<file path="src/rtl/spi_deserializer.sv">
`default_nettype none
// ============================================================================
// Module      : spi_deserializer
// Description : Oversampled SPI receiver; assembles MSB-first words and
//               hands them to a FIFO through a one-word holding register.
// Revision    : 1.0 - initial release
// ============================================================================
module spi_deserializer #(
    parameter int DATA_WIDTH = 8,
    parameter int CNT_WIDTH  = 16
) (
    input  logic                  clk,
    input  logic                  rst,
    input  logic                  sclk,
    input  logic                  mosi,
    input  logic                  frame_done,
    input  logic                  full,
    output logic                  write_en,
    output logic [DATA_WIDTH-1:0] write_data,
    output logic                  busy,
    output logic                  frame_err,
    output logic                  overrun,
    output logic [CNT_WIDTH-1:0]  word_count
);

    localparam int BC_WIDTH = $clog2(DATA_WIDTH + 1);
    localparam logic [BC_WIDTH-1:0] LAST_BIT = BC_WIDTH'(DATA_WIDTH - 1);

    typedef enum logic [0:0] {
        IDLE  = 1'b0,
        SHIFT = 1'b1
    } state_t;

    state_t                state_q;
    logic [BC_WIDTH-1:0]   bit_cnt_q;
    logic [DATA_WIDTH-1:0] shift_q;
    logic [DATA_WIDTH-1:0] hold_data_q;
    logic                  hold_valid_q;
    logic                  frame_err_q;
    logic                  overrun_q;
    logic [CNT_WIDTH-1:0]  word_count_q;

    logic                  sclk_s1_q, sclk_s2_q, sclk_prev_q;
    logic                  mosi_s1_q, mosi_s2_q;
    logic [2:0]            fd_q;

    logic                  w_rise;
    logic                  w_done;
    logic                  w_fd;
    logic                  w_in_shift_after_rise;
    logic [DATA_WIDTH-1:0] w_shift_d;

    always_ff @(posedge clk or posedge rst) begin
        if (rst) begin
            sclk_s1_q   <= 1'b0;
            sclk_s2_q   <= 1'b0;
            sclk_prev_q <= 1'b0;
            mosi_s1_q   <= 1'b0;
            mosi_s2_q   <= 1'b0;
            fd_q        <= '0;
        end else begin
            sclk_s1_q   <= sclk;
            sclk_s2_q   <= sclk_s1_q;
            sclk_prev_q <= sclk_s2_q;
            mosi_s1_q   <= mosi;
            mosi_s2_q   <= mosi_s1_q;
            fd_q        <= {fd_q[1:0], frame_done};
        end
    end

    assign w_rise    = sclk_s2_q & ~sclk_prev_q;
    assign w_done    = w_rise && (bit_cnt_q == LAST_BIT);
    assign w_fd      = fd_q[2];
    assign w_shift_d = {shift_q[DATA_WIDTH-2:0], mosi_s2_q};
    // State as it stands after this cycle's rise, so frame_done sees it second
    assign w_in_shift_after_rise = w_rise ? !w_done : (state_q == SHIFT);

    assign write_en   = hold_valid_q & ~full;
    assign write_data = hold_data_q;
    assign busy       = (state_q == SHIFT);
    assign frame_err  = frame_err_q;
    assign overrun    = overrun_q;
    assign word_count = word_count_q;

    always_ff @(posedge clk or posedge rst) begin
        if (rst) begin
            state_q      <= IDLE;
            bit_cnt_q    <= '0;
            shift_q      <= '0;
            hold_data_q  <= '0;
            hold_valid_q <= 1'b0;
            frame_err_q  <= 1'b0;
            overrun_q    <= 1'b0;
            word_count_q <= '0;
        end else begin
            frame_err_q <= 1'b0;
            overrun_q   <= 1'b0;

            if (write_en) begin
                hold_valid_q <= 1'b0;
                word_count_q <= word_count_q + 1'b1;
            end

            if (w_rise) begin
                shift_q <= w_shift_d;
                if (w_done) begin
                    bit_cnt_q <= '0;
                    state_q   <= IDLE;
                    // A word still waiting behind a full FIFO wins over the new one
                    if (hold_valid_q && !write_en) begin
                        overrun_q <= 1'b1;
                    end else begin
                        hold_data_q  <= w_shift_d;
                        hold_valid_q <= 1'b1;
                    end
                end else begin
                    bit_cnt_q <= bit_cnt_q + 1'b1;
                    state_q   <= SHIFT;
                end
            end

            if (w_fd && w_in_shift_after_rise) begin
                frame_err_q <= 1'b1;
                bit_cnt_q   <= '0;
                state_q     <= IDLE;
            end
        end
    end

endmodule
`default_nettype wire

</file>
<file path="config.mk">
export PLATFORM = sky130hd
export DESIGN_NAME = spi_deserializer
export DESIGN_NICKNAME = d
export VERILOG_FILES = /design/src/rtl/spi_deserializer.sv
export SDC_FILE = /design/constraint.sdc
export NUM_CORES = 1
export LEC_CHECK = 0
export ABC_AREA = 0
export CAP_MARGIN = 10
export CORE_ASPECT_RATIO = 0.9
export CORE_MARGIN = 4
export CORE_UTILIZATION = 55
export DETAILED_ROUTE_END_ITERATION = 16
export PLACE_DENSITY = 0.93
export RECOVER_POWER = 100
export REMOVE_ABC_BUFFERS = 1
export SYNTH_ARGS = -nofsm -noshare
export SYNTH_HDL_FRONTEND = slang
export SYNTH_SLANG_ARGS = --single-unit
</file>
<file path="constraint.sdc">
create_clock -name clk -period 3.2 [get_ports clk]
set_clock_uncertainty 0.05 [all_clocks]
set_input_delay 0.96 -clock clk [delete_from_list [all_inputs] [get_ports clk]]
set_output_delay 0.96 -clock clk [all_outputs]
set_load 0.01 [all_outputs]
</file>
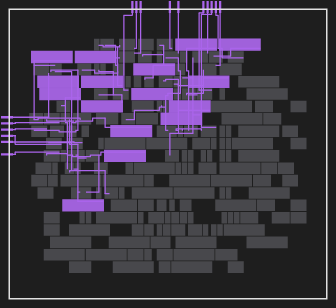
(images/io_fan.png)
- word_count: purple (bits 16; direction output; edge 10 top, 6 left; end cells 16; buffers 16; wire 664 um)

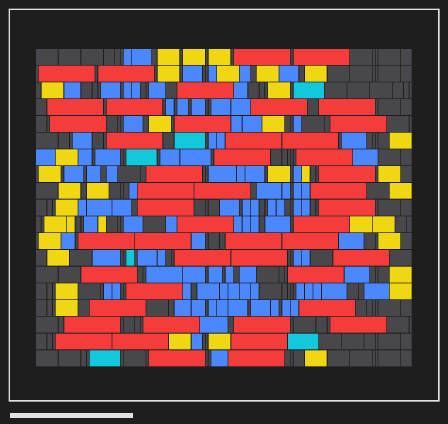
(images/placement_by_type.png)
Bar = 20 um. Fill, decap, tap and diode cells in gray.
- other buffers and delay cells: yellow (cells 36; share of their area 15%)
- combinational and other logic: blue (cells 99; share of their area 29%)
- clock drivers and dummy loads: cyan (cells 6; share of their area 3.2%)
- flops: red (cells 47; share of their area 52%)
Final Core Density: 72.7%
Core Rows: 19
Seq area share: 51.2%
Core Area: 3160 um2
final instance area: 2300 um2

==> ci_impl_report.md <==
### Yosys + OpenROAD results

| Metric | Value |
|---|---|
| Post-synth regs | about 47 |
| Vias | ~1200 |
| PD cells | around 470 nW/um2 |
| Clock Tree Buf Depth | 2 |
| Crit-path slowest cell | clkdlybuf4s50_1 |
| Via/cell ratio | 5.25 |
| Synthesized area per cell | 12.5 um2 |
| Fp util | about three fifths |
| Cell count of the worst hold path | 0 |
| Cells after synthesis | 150 |
| Pre-CTS setup slack | roughly 0.11 ns |
| Antenna Nets Post-Route | 0 |
| Met2 WL post-DR | 1640 um |
| Setup Fix Bufs, Post-CTS | 0 |
| Seq. cell area | approximately 1200 um2 |
| Max-slew violations | 0 |
| Area leader, netlist | dfrtp_1 |
| Hold Worst Slack | about 0.3 ns |
| Worst setup margin | ~0.11 ns |
| Final period util | 96.6% |
| Outcome | finished clean |
| EDFF count, synth | 0 |
| Crit path largest cell delay | 0.55 ns |
| Setup TNS | 0 ns |
| WP buf/inv | 2 |
| Worst Setup End Kind | output port |
| Distinct lib cells | 36 |
| Final setup vio count | 0 |
| Reg-to-Reg Start | sclk_s2_q$_DFF_PP0_ |
| Count leader, synth | dfrtp_1 |
| # Cells Yosys | around 150 |
| Fin cells | 230 |
| Residual DRC | 0 |
| HP Start | mosi_s1_q$_DFF_PP0_ |
| Die Wd | roughly 70 um |
| Vias in the first global route | 1234 |
| Commonest flop | dfrtp_1 |
| Largest net degree at the start of global routing | 27 |
| Tot Pwr | around 1.1 mW |
| First-pass GRT wire length | 5620 um |
| Hold-fix buffers, CTS | 0 |
| Max Freq | approximately 320 MHz |
| Comb area | ~650 um2 |
| Crit path cell chain | clkdlybuf4s50_1 -> nor2b_1 -> clkdlybuf4s50_1 |
| Synth Seq Share | between 60 and 70% |
| RSZ-0062 raised after global routing | false |
| H-tree lvl count | 2 |
| CTS resizes | 0 |
| Placed cell area | about 2300 um2 |
| Antenna diodes | 0 |
| Layout cells sized above 1 | a little over a tenth |
| Top area cell types | dfrtp_1 (63%), nand2_1 (6.2%), mux2_2 (5.4%) |
| Routed wl met3 | about 170 um |
| Crit path top cell by count | clkdlybuf4s50_1 |
| Clock-pin slew on the worst setup and hold paths | about 0.070 ns |
| Critical Path Source Type | primary input |
| Hold EP | mosi_s2_q$_DFF_PP0_ |
| MaxCap Viol Count | 0 |
| Slew headroom | about 41% |
| Worst VDD drop | slightly above 0.4 mV |
| Sink Count | between 40 and 50 |
| Final RePlAce weighted congestion | 0.831 |
| Filler cells | 209 |
| Leakage | about 1.2 nW |
| CP required | approximately 2.2 ns |
| Crit-path max FO | 2 |
| Wire length on met1 | about 1500 um |
| Highest Signal Layer | met4 |
| Tool warnings | 25 |
| Crit path DAT | ~2.1 ns |
| Total GRT Usage | between 10% and 20% |
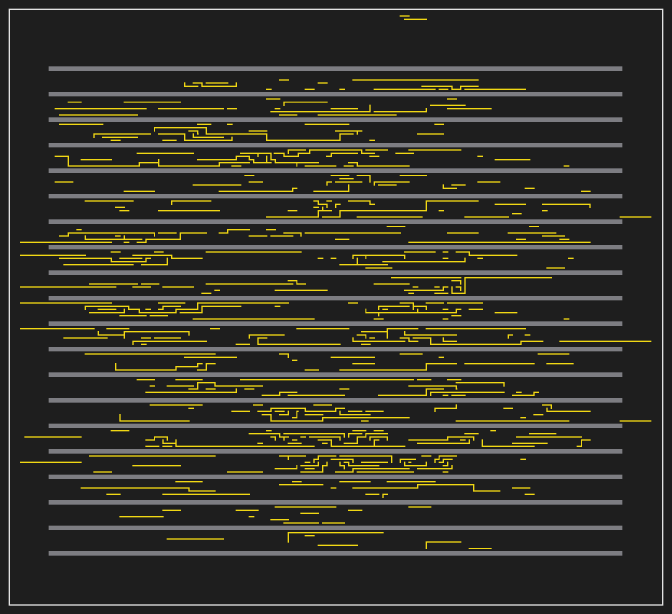
(images/layer_met1.png)
Supply wires on this layer in gray.
- wire length on this layer: 1480 um
- nets with wire on the layer: 174

-- kinds of logic after synthesis --
| kind of cell | after synthesis | synth area share, % |
|---|---|---|
| XOR/XNOR | 15 | 7.01 |
| buffers and inverters | 6 | 1.74 |
| AND-OR/OR-AND | 9 | 3.41 |
| flip-flops | 47 | 62.8 |
| AND/OR/NAND/NOR | 61 | 17.8 |
| adder cells (fa/ha/maj) | 2 | 1.33 |
| multiplexers | 10 | 5.94 |
-- placed cells by master (no fill, tap or decap), types with 2 or more instances in the layout --
cell type,n
dlygate4sd3_1,31
nand3_1,4
nand2_1,32
clkdlybuf4s50_1,2
and3_2,2
xnor2_1,11
clkbuf_1,4
ha_1,2
a21oi_1,2
nand4_1,3
dfrtp_1,47
and4_1,2
mux2_2,9
nor3_1,2
nor2_1,6
xor2_1,4
nor2b_1,2
clkbuf_8,5
-- metal layers --
metal	vias up	GRT usage, %
met4	0	6.34
met3	3	6.20
li1	578	-
met5	-	0
met1	596	19.6
met2	30	27.1
-- area by class of cell --
| class | count | area share [%] |
|---|---|---|
| sequential | 47 | 51.2 |
| multi-input combinational | 97 | 28.2 |
| timing repair buffer | 36 | 14.9 |
| clock buffer | 6 | 3.16 |
| tap | 42 | 2.29 |
| inverter | 2 | 0.327 |
-- worst max path at each step --
stage               from       end  slack [ns]  cells after the start
global route        full  write_en        0.04                      3
global placement    full  write_en        0.11                      3
detailed placement  full  write_en        0.11                      3
CTS                 full  write_en        0.09                      3
floorplan           full  write_en        0.68                      1
finish              full  write_en        0.11                      3
-- power by group --
part           internal [mW]  total, mW  switching [mW]
Sequential             0.635      0.672          0.0363
Combinational         0.0505      0.104          0.0532
Clock                  0.146      0.315           0.170
-- registers in the layout, summed over array words and instances, names as in the netlist --
name	count
shift_q	7
fd_q	3
overrun	1
bit_cnt_q	4
hold_valid_q	1
busy	1
write_data	8
frame_err	1
word_count	16
sclk_s2_q	1
sclk_prev_q	1
mosi_s2_q	1
sclk_s1_q	1
mosi_s1_q	1
No activity file was given, so power comes from the tool's default toggle rates.
